**Met3 routing**

Scale: 4 px per um. Cells faint in the background.
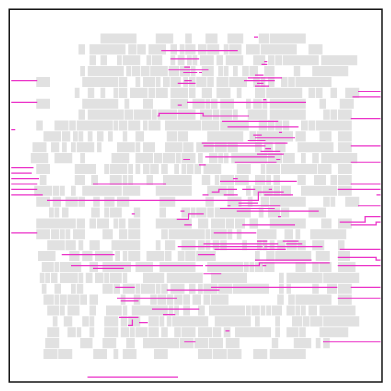
**Pin placement**

Scale: 4 px per um. Pins as bars across the die edge, other pins in grey.
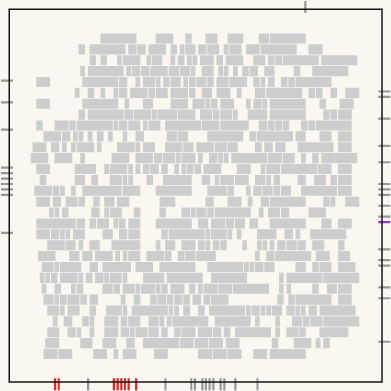
**Met4 routing**

Scale: 4 px per um. Supply wires on this layer in grey. Cells faint in the background.
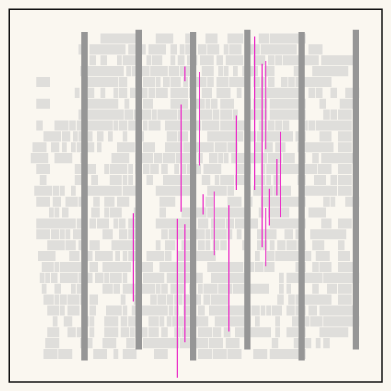
$ cat config.mk
export PLATFORM = sky130hd
export DESIGN_NAME = alu_seq_flat
export DESIGN_NICKNAME = d
export VERILOG_FILES = /design/src/rtl/alu_seq_if.sv /design/src/rtl/alu_seq.sv /design/src/flat_wrapper.sv
export SDC_FILE = /design/constraint.sdc
export NUM_CORES = 1
export LEC_CHECK = 0
export CORE_MARGIN = 5
export CORE_UTILIZATION = 58
export CTS_BUF_LIST = sky130_fd_sc_hd__clkbuf_8
export DETAILED_ROUTE_END_ITERATION = 16
export GPL_TIMING_DRIVEN = 0
export PLACE_DENSITY = 0.83
export SYNTH_ARGS = -nofsm -noshare
export SYNTH_HDL_FRONTEND = slang
export SYNTH_SLANG_ARGS = --single-unit
$ cat constraint.sdc
create_clock -name i_clk -period 3.3 [get_ports i_clk]
set_input_delay 0.99 -clock i_clk [delete_from_list [all_inputs] [get_ports i_clk]]
set_output_delay 0.99 -clock i_clk [all_outputs]
set_load 0.1 [all_outputs]
$ cat src/rtl/alu_seq_if.sv
// Request/result bundle for alu_seq: operands and op_code in, results, flags and handshake out.
// The master side issues requests; the slave side is the ALU.
interface alu_seq_if #(
    parameter int BITNESS = 8
);
    logic               i_ready;
    logic [BITNESS-1:0] i_num_1;
    logic [BITNESS-1:0] i_num_2;
    logic [7:0]         op_code;
    logic               o_busy;
    logic               o_ready;
    logic [BITNESS-1:0] result_Hi;
    logic [BITNESS-1:0] result_Lo;
    logic               o_carry;
    logic               o_div_zero;
    logic               o_bad_op;

    modport master (
        output i_ready, i_num_1, i_num_2, op_code,
        input  o_busy, o_ready, result_Hi, result_Lo, o_carry, o_div_zero, o_bad_op
    );

    modport slave (
        input  i_ready, i_num_1, i_num_2, op_code,
        output o_busy, o_ready, result_Hi, result_Lo, o_carry, o_div_zero, o_bad_op
    );
endinterface

$ cat src/rtl/alu_seq.sv
// Sequential ALU: ADD/SUB/DIV-by-0/illegal in 1 cycle, MUL/DIV in BITNESS+1 cycles (shift-add, restoring).
// Requests arriving while o_busy is high are dropped, not queued; o_ready pulses once per accepted request.
module alu_seq #(
    parameter int         BITNESS = 8,
    parameter logic [7:0] ADD     = 8'b00000001,
    parameter logic [7:0] SUB     = 8'b00000010,
    parameter logic [7:0] MUL     = 8'b00000011,
    parameter logic [7:0] DIV     = 8'b00000100
) (
    input  logic      i_clk,
    input  logic      reset,
    alu_seq_if.slave  io_bus
);
    localparam int              CW   = $clog2(BITNESS + 1);
    localparam logic [CW-1:0]   LAST = CW'(BITNESS - 1);

    typedef enum logic {IDLE, RUN} state_t;

    state_t                 r_state, w_state_nxt;
    logic [CW-1:0]          r_cnt, w_cnt_nxt;
    logic                   r_is_div, w_is_div_nxt;
    logic [BITNESS-1:0]     r_b, w_b_nxt;
    logic [2*BITNESS-1:0]   r_p, w_p_nxt;
    logic [BITNESS-1:0]     r_hi, w_hi_nxt;
    logic [BITNESS-1:0]     r_lo, w_lo_nxt;
    logic                   r_ready, w_ready_nxt;
    logic                   r_carry, w_carry_nxt;
    logic                   r_dz, w_dz_nxt;
    logic                   r_bad, w_bad_nxt;

    logic [BITNESS:0]       w_add, w_sub, w_mul_sum, w_div_sh;
    logic [BITNESS-1:0]     w_div_rem;
    logic                   w_div_ge;
    logic [2*BITNESS-1:0]   w_mul_step, w_div_step, w_step;

    assign w_add = {1'b0, io_bus.i_num_1} + {1'b0, io_bus.i_num_2};
    assign w_sub = {1'b0, io_bus.i_num_1} - {1'b0, io_bus.i_num_2};

    // r_p holds {partial product, remaining multiplier} for MUL and {remainder, dividend/quotient} for DIV
    assign w_mul_sum  = {1'b0, r_p[2*BITNESS-1:BITNESS]} + {1'b0, {BITNESS{r_p[0]}} & r_b};
    assign w_mul_step = {w_mul_sum, r_p[BITNESS-1:1]};

    assign w_div_sh   = {r_p[2*BITNESS-1:BITNESS], r_p[BITNESS-1]};
    assign w_div_ge   = (w_div_sh >= {1'b0, r_b});
    assign w_div_rem  = w_div_sh[BITNESS-1:0] - r_b;
    assign w_div_step = w_div_ge ? {w_div_rem, r_p[BITNESS-2:0], 1'b1}
                                 : {w_div_sh[BITNESS-1:0], r_p[BITNESS-2:0], 1'b0};
    assign w_step     = r_is_div ? w_div_step : w_mul_step;

    always_comb begin
        w_state_nxt  = r_state;
        w_cnt_nxt    = r_cnt;
        w_is_div_nxt = r_is_div;
        w_b_nxt      = r_b;
        w_p_nxt      = r_p;
        w_hi_nxt     = r_hi;
        w_lo_nxt     = r_lo;
        w_ready_nxt  = 1'b0;
        w_carry_nxt  = r_carry;
        w_dz_nxt     = r_dz;
        w_bad_nxt    = r_bad;
        case (r_state)
            IDLE: begin
                if (io_bus.i_ready) begin
                    w_b_nxt   = io_bus.i_num_2;
                    w_p_nxt   = {{BITNESS{1'b0}}, io_bus.i_num_1};
                    w_cnt_nxt = '0;
                    case (io_bus.op_code)
                        ADD: begin
                            w_hi_nxt    = w_add[BITNESS-1:0];
                            w_lo_nxt    = '0;
                            w_carry_nxt = w_add[BITNESS];
                            w_dz_nxt    = 1'b0;
                            w_bad_nxt   = 1'b0;
                            w_ready_nxt = 1'b1;
                        end
                        SUB: begin
                            w_hi_nxt    = w_sub[BITNESS-1:0];
                            w_lo_nxt    = '0;
                            w_carry_nxt = w_sub[BITNESS];
                            w_dz_nxt    = 1'b0;
                            w_bad_nxt   = 1'b0;
                            w_ready_nxt = 1'b1;
                        end
                        MUL: begin
                            w_state_nxt  = RUN;
                            w_is_div_nxt = 1'b0;
                        end
                        DIV: begin
                            if (io_bus.i_num_2 == '0) begin
                                w_hi_nxt    = '1;
                                w_lo_nxt    = io_bus.i_num_1;
                                w_carry_nxt = 1'b0;
                                w_dz_nxt    = 1'b1;
                                w_bad_nxt   = 1'b0;
                                w_ready_nxt = 1'b1;
                            end else begin
                                w_state_nxt  = RUN;
                                w_is_div_nxt = 1'b1;
                            end
                        end
                        default: begin
                            w_hi_nxt    = '0;
                            w_lo_nxt    = '0;
                            w_carry_nxt = 1'b0;
                            w_dz_nxt    = 1'b0;
                            w_bad_nxt   = 1'b1;
                            w_ready_nxt = 1'b1;
                        end
                    endcase
                end
            end
            RUN: begin
                w_p_nxt   = w_step;
                w_cnt_nxt = r_cnt + 1'b1;
                if (r_cnt == LAST) begin
                    w_state_nxt = IDLE;
                    w_cnt_nxt   = '0;
                    w_hi_nxt    = r_is_div ? w_step[BITNESS-1:0] : w_step[2*BITNESS-1:BITNESS];
                    w_lo_nxt    = r_is_div ? w_step[2*BITNESS-1:BITNESS] : w_step[BITNESS-1:0];
                    w_carry_nxt = 1'b0;
                    w_dz_nxt    = 1'b0;
                    w_bad_nxt   = 1'b0;
                    w_ready_nxt = 1'b1;
                end
            end
            default: w_state_nxt = IDLE;
        endcase
    end

    always_ff @(posedge i_clk or negedge reset) begin
        if (!reset) begin
            r_state  <= IDLE;
            r_cnt    <= '0;
            r_is_div <= 1'b0;
            r_b      <= '0;
            r_p      <= '0;
            r_hi     <= '0;
            r_lo     <= '0;
            r_ready  <= 1'b0;
            r_carry  <= 1'b0;
            r_dz     <= 1'b0;
            r_bad    <= 1'b0;
        end else begin
            r_state  <= w_state_nxt;
            r_cnt    <= w_cnt_nxt;
            r_is_div <= w_is_div_nxt;
            r_b      <= w_b_nxt;
            r_p      <= w_p_nxt;
            r_hi     <= w_hi_nxt;
            r_lo     <= w_lo_nxt;
            r_ready  <= w_ready_nxt;
            r_carry  <= w_carry_nxt;
            r_dz     <= w_dz_nxt;
            r_bad    <= w_bad_nxt;
        end
    end

    assign io_bus.o_busy     = (r_state == RUN);
    assign io_bus.o_ready    = r_ready;
    assign io_bus.result_Hi  = r_hi;
    assign io_bus.result_Lo  = r_lo;
    assign io_bus.o_carry    = r_carry;
    assign io_bus.o_div_zero = r_dz;
    assign io_bus.o_bad_op   = r_bad;
endmodule
$ cat src/flat_wrapper.sv
// flat-port wrapper written by rule: the top's interface ports become plain ports
module alu_seq_flat 
#(
    parameter int         BITNESS = 8,
    parameter logic [7:0] ADD     = 8'b00000001,
    parameter logic [7:0] SUB     = 8'b00000010,
    parameter logic [7:0] MUL     = 8'b00000011,
    parameter logic [7:0] DIV     = 8'b00000100
)
  (i_clk, reset, io_bus_i_ready, io_bus_i_num_1, io_bus_i_num_2, io_bus_op_code, io_bus_o_busy, io_bus_o_ready, io_bus_result_Hi, io_bus_result_Lo, io_bus_o_carry, io_bus_o_div_zero, io_bus_o_bad_op);
  alu_seq_if #(.BITNESS(BITNESS)) io_bus_i ();
  input  logic i_clk;
  input  logic reset;
  input wire logic [$bits(io_bus_i.i_ready)-1:0] io_bus_i_ready;
  input wire logic [$bits(io_bus_i.i_num_1)-1:0] io_bus_i_num_1;
  input wire logic [$bits(io_bus_i.i_num_2)-1:0] io_bus_i_num_2;
  input wire logic [$bits(io_bus_i.op_code)-1:0] io_bus_op_code;
  output wire logic [$bits(io_bus_i.o_busy)-1:0] io_bus_o_busy;
  output wire logic [$bits(io_bus_i.o_ready)-1:0] io_bus_o_ready;
  output wire logic [$bits(io_bus_i.result_Hi)-1:0] io_bus_result_Hi;
  output wire logic [$bits(io_bus_i.result_Lo)-1:0] io_bus_result_Lo;
  output wire logic [$bits(io_bus_i.o_carry)-1:0] io_bus_o_carry;
  output wire logic [$bits(io_bus_i.o_div_zero)-1:0] io_bus_o_div_zero;
  output wire logic [$bits(io_bus_i.o_bad_op)-1:0] io_bus_o_bad_op;
  assign io_bus_i.i_ready = io_bus_i_ready;
  assign io_bus_i.i_num_1 = io_bus_i_num_1;
  assign io_bus_i.i_num_2 = io_bus_i_num_2;
  assign io_bus_i.op_code = io_bus_op_code;
  assign io_bus_o_busy = io_bus_i.o_busy;
  assign io_bus_o_ready = io_bus_i.o_ready;
  assign io_bus_result_Hi = io_bus_i.result_Hi;
  assign io_bus_result_Lo = io_bus_i.result_Lo;
  assign io_bus_o_carry = io_bus_i.o_carry;
  assign io_bus_o_div_zero = io_bus_i.o_div_zero;
  assign io_bus_o_bad_op = io_bus_i.o_bad_op;
  alu_seq #(.BITNESS(BITNESS), .ADD(ADD), .SUB(SUB), .MUL(MUL), .DIV(DIV)) u_core (.i_clk(i_clk), .reset(reset), .io_bus(io_bus_i));
endmodule
==> ci_impl_report.md <==
### Yosys + OpenROAD results

| Metric | Value |
|---|---|
| Wire length on met1 | 4770 um |
| Startpoint type of the worst setup path | primary input |
| Crit path required time | 3500 ps |
| Via Count | 3798 |
| Cell family with most CP delay | AND-OR/OR-AND gates |
| Post-cts resize count | 11 |
| Worst-margin pin slew | 1350 ps |
| Largest stage delay, worst path | 630 ps |
| Outcome | complete, no violations |
| Post-Layout Cell Count | 600 |
| Worst Setup End Kind | flip-flop |
| Xor+xnor area frac | 3.30% |
| Post-Syn Instances | 469 |
| Global route hottest layer | met2 |
| Fin crit share | 96.6% |
| Share of cells above drive strength 1 | 5.58% |
| GR Util met3 | 4.87% |
| Gp weighted congestion | 0.988 |
| OpenROAD warning count | 34 |
| Synth Flop Type | dfrtp_1 |
| Setup TNS | 0 ps |
| Dominant comb cell | AND-OR/OR-AND gates |
| Worst Path Max Fanout | 10 |
| Port-buffer cells | 46 |
| Final Worst Setup Slack | 113 ps |
| Gr ovfl total | 0 |
| Routed Antenna Nets | 0 |
| Worst path depth | 8 |
| Die Size | 0.00861 mm2 |
| CTS Hold Buffers Added | 0 |
| Starting DRT DRC Count | 335 |
| Final Util | 69.4% |
| Area delta synth->final | 17.3% |
| Placed cell count | 596 |
| Width of the chip | 92.8 um |
| Num ports | 48 |
| Number of buffers created by CTS | 5 |
| Pre-antenna DRT Iters | 5 |
| Met2 global-route usage | 43.1% |
| Crit path kind | in -> reg |
| Synth Seq Share | 31.5% |
| Endpoints failing setup | 0 |
| Reg clk slew, reported paths | 100 ps |
| VDD IR max | 189 uV |
| Highest metal used | met4 |
| Worst R2R End | u_core.io_bus.result_Hi[7] |
| Worst min-delay path class | reg -> reg |
| GRT Util Overall | 27.0% |
| Core footprint | 0.00672 mm2 |
| Worst reg-to-reg setup slack | 320 ps |
-- 'met3 routing' (at the start) --
88 nets have wire on it. The wires run mostly horizontal.

-- 'pin placement' (at the start) --
io_bus_op_code: shown in red, pins 8, direction input, edge bottom. io_bus_o_ready: shown in purple, pins 1, direction output, edge right.
All pins by edge: 20 bottom, 17 right, 10 left, 1 top.

-- 'met4 routing' (at the start) --
The wires run mostly vertical. The longest straight run is 45.6 um. 15 nets have wire on it. The layer holds 3.3% of the routed length. The layer carries 372 um of wire.

## per-stage QoR
| stage | hold slack [ps] | area (um2) |
|---|---|---|
| CTS | 490 | 4660 |
| global placement | 458 | 4540 |
| finish | 483 | 4660 |
| global route | 504 | 4660 |
| floorplan | 487 | 3980 |
| detailed placement | 467 | 4550 |
## kinds of logic after synthesis
group / Yosys count
AND-OR/OR-AND: 159
XOR/XNOR: 15
adder cells (fa/ha/maj): 37
buffers and inverters: 53
flip-flops: 50
multiplexers: 15
AND/OR/NAND/NOR: 140
## power breakdown
group	internal [uW]	switching, uW	leakage [uW]
sequential	670	64.1	0.000655
clock	145	208	0.0000362
combinational	315	486	0.00134
## cell usage in the layout, fill, tap and decap left out, types with 12 or more instances in the layout
cell type        synthesis  routed
dfrtp_1                 50      50
o21ai_0                 43      43
nand2_1                 39      39
clkdlybuf4s50_1          0      38
inv_1                   34      34
a21oi_1                 33      33
nor2_1                  32      32
ha_1                    33      31
nor2b_1                 14      14
clkbuf_1                15      12
mux2i_1                 12      12
xnor2_1                 12      12
## state kept, by name (all words and copies together) (netlist names)
signal and flops:
u_core.io_bus.o_ready 1, u_core.io_bus.o_div_zero 1, u_core.r_p 16, u_core.r_is_div 1
u_core.r_cnt 4, u_core.io_bus.o_busy 1, u_core.io_bus.result_Lo 8, u_core.io_bus.o_carry 1
u_core.io_bus.o_bad_op 1, u_core.r_b 8, u_core.io_bus.result_Hi 8
## area by class of cell
class,count,area (um2)
Clock buffer,5,68.8
Timing Repair Buffer,47,467
Clock inverter,2,15.0
Tap cell,80,100
Multi-Input combinational cell,366,2570
Sequential cell,50,1250
Fill cell,565,2060
Buffer,15,57.6
Inverter,35,131
Power and IR drop assume default switching activity.
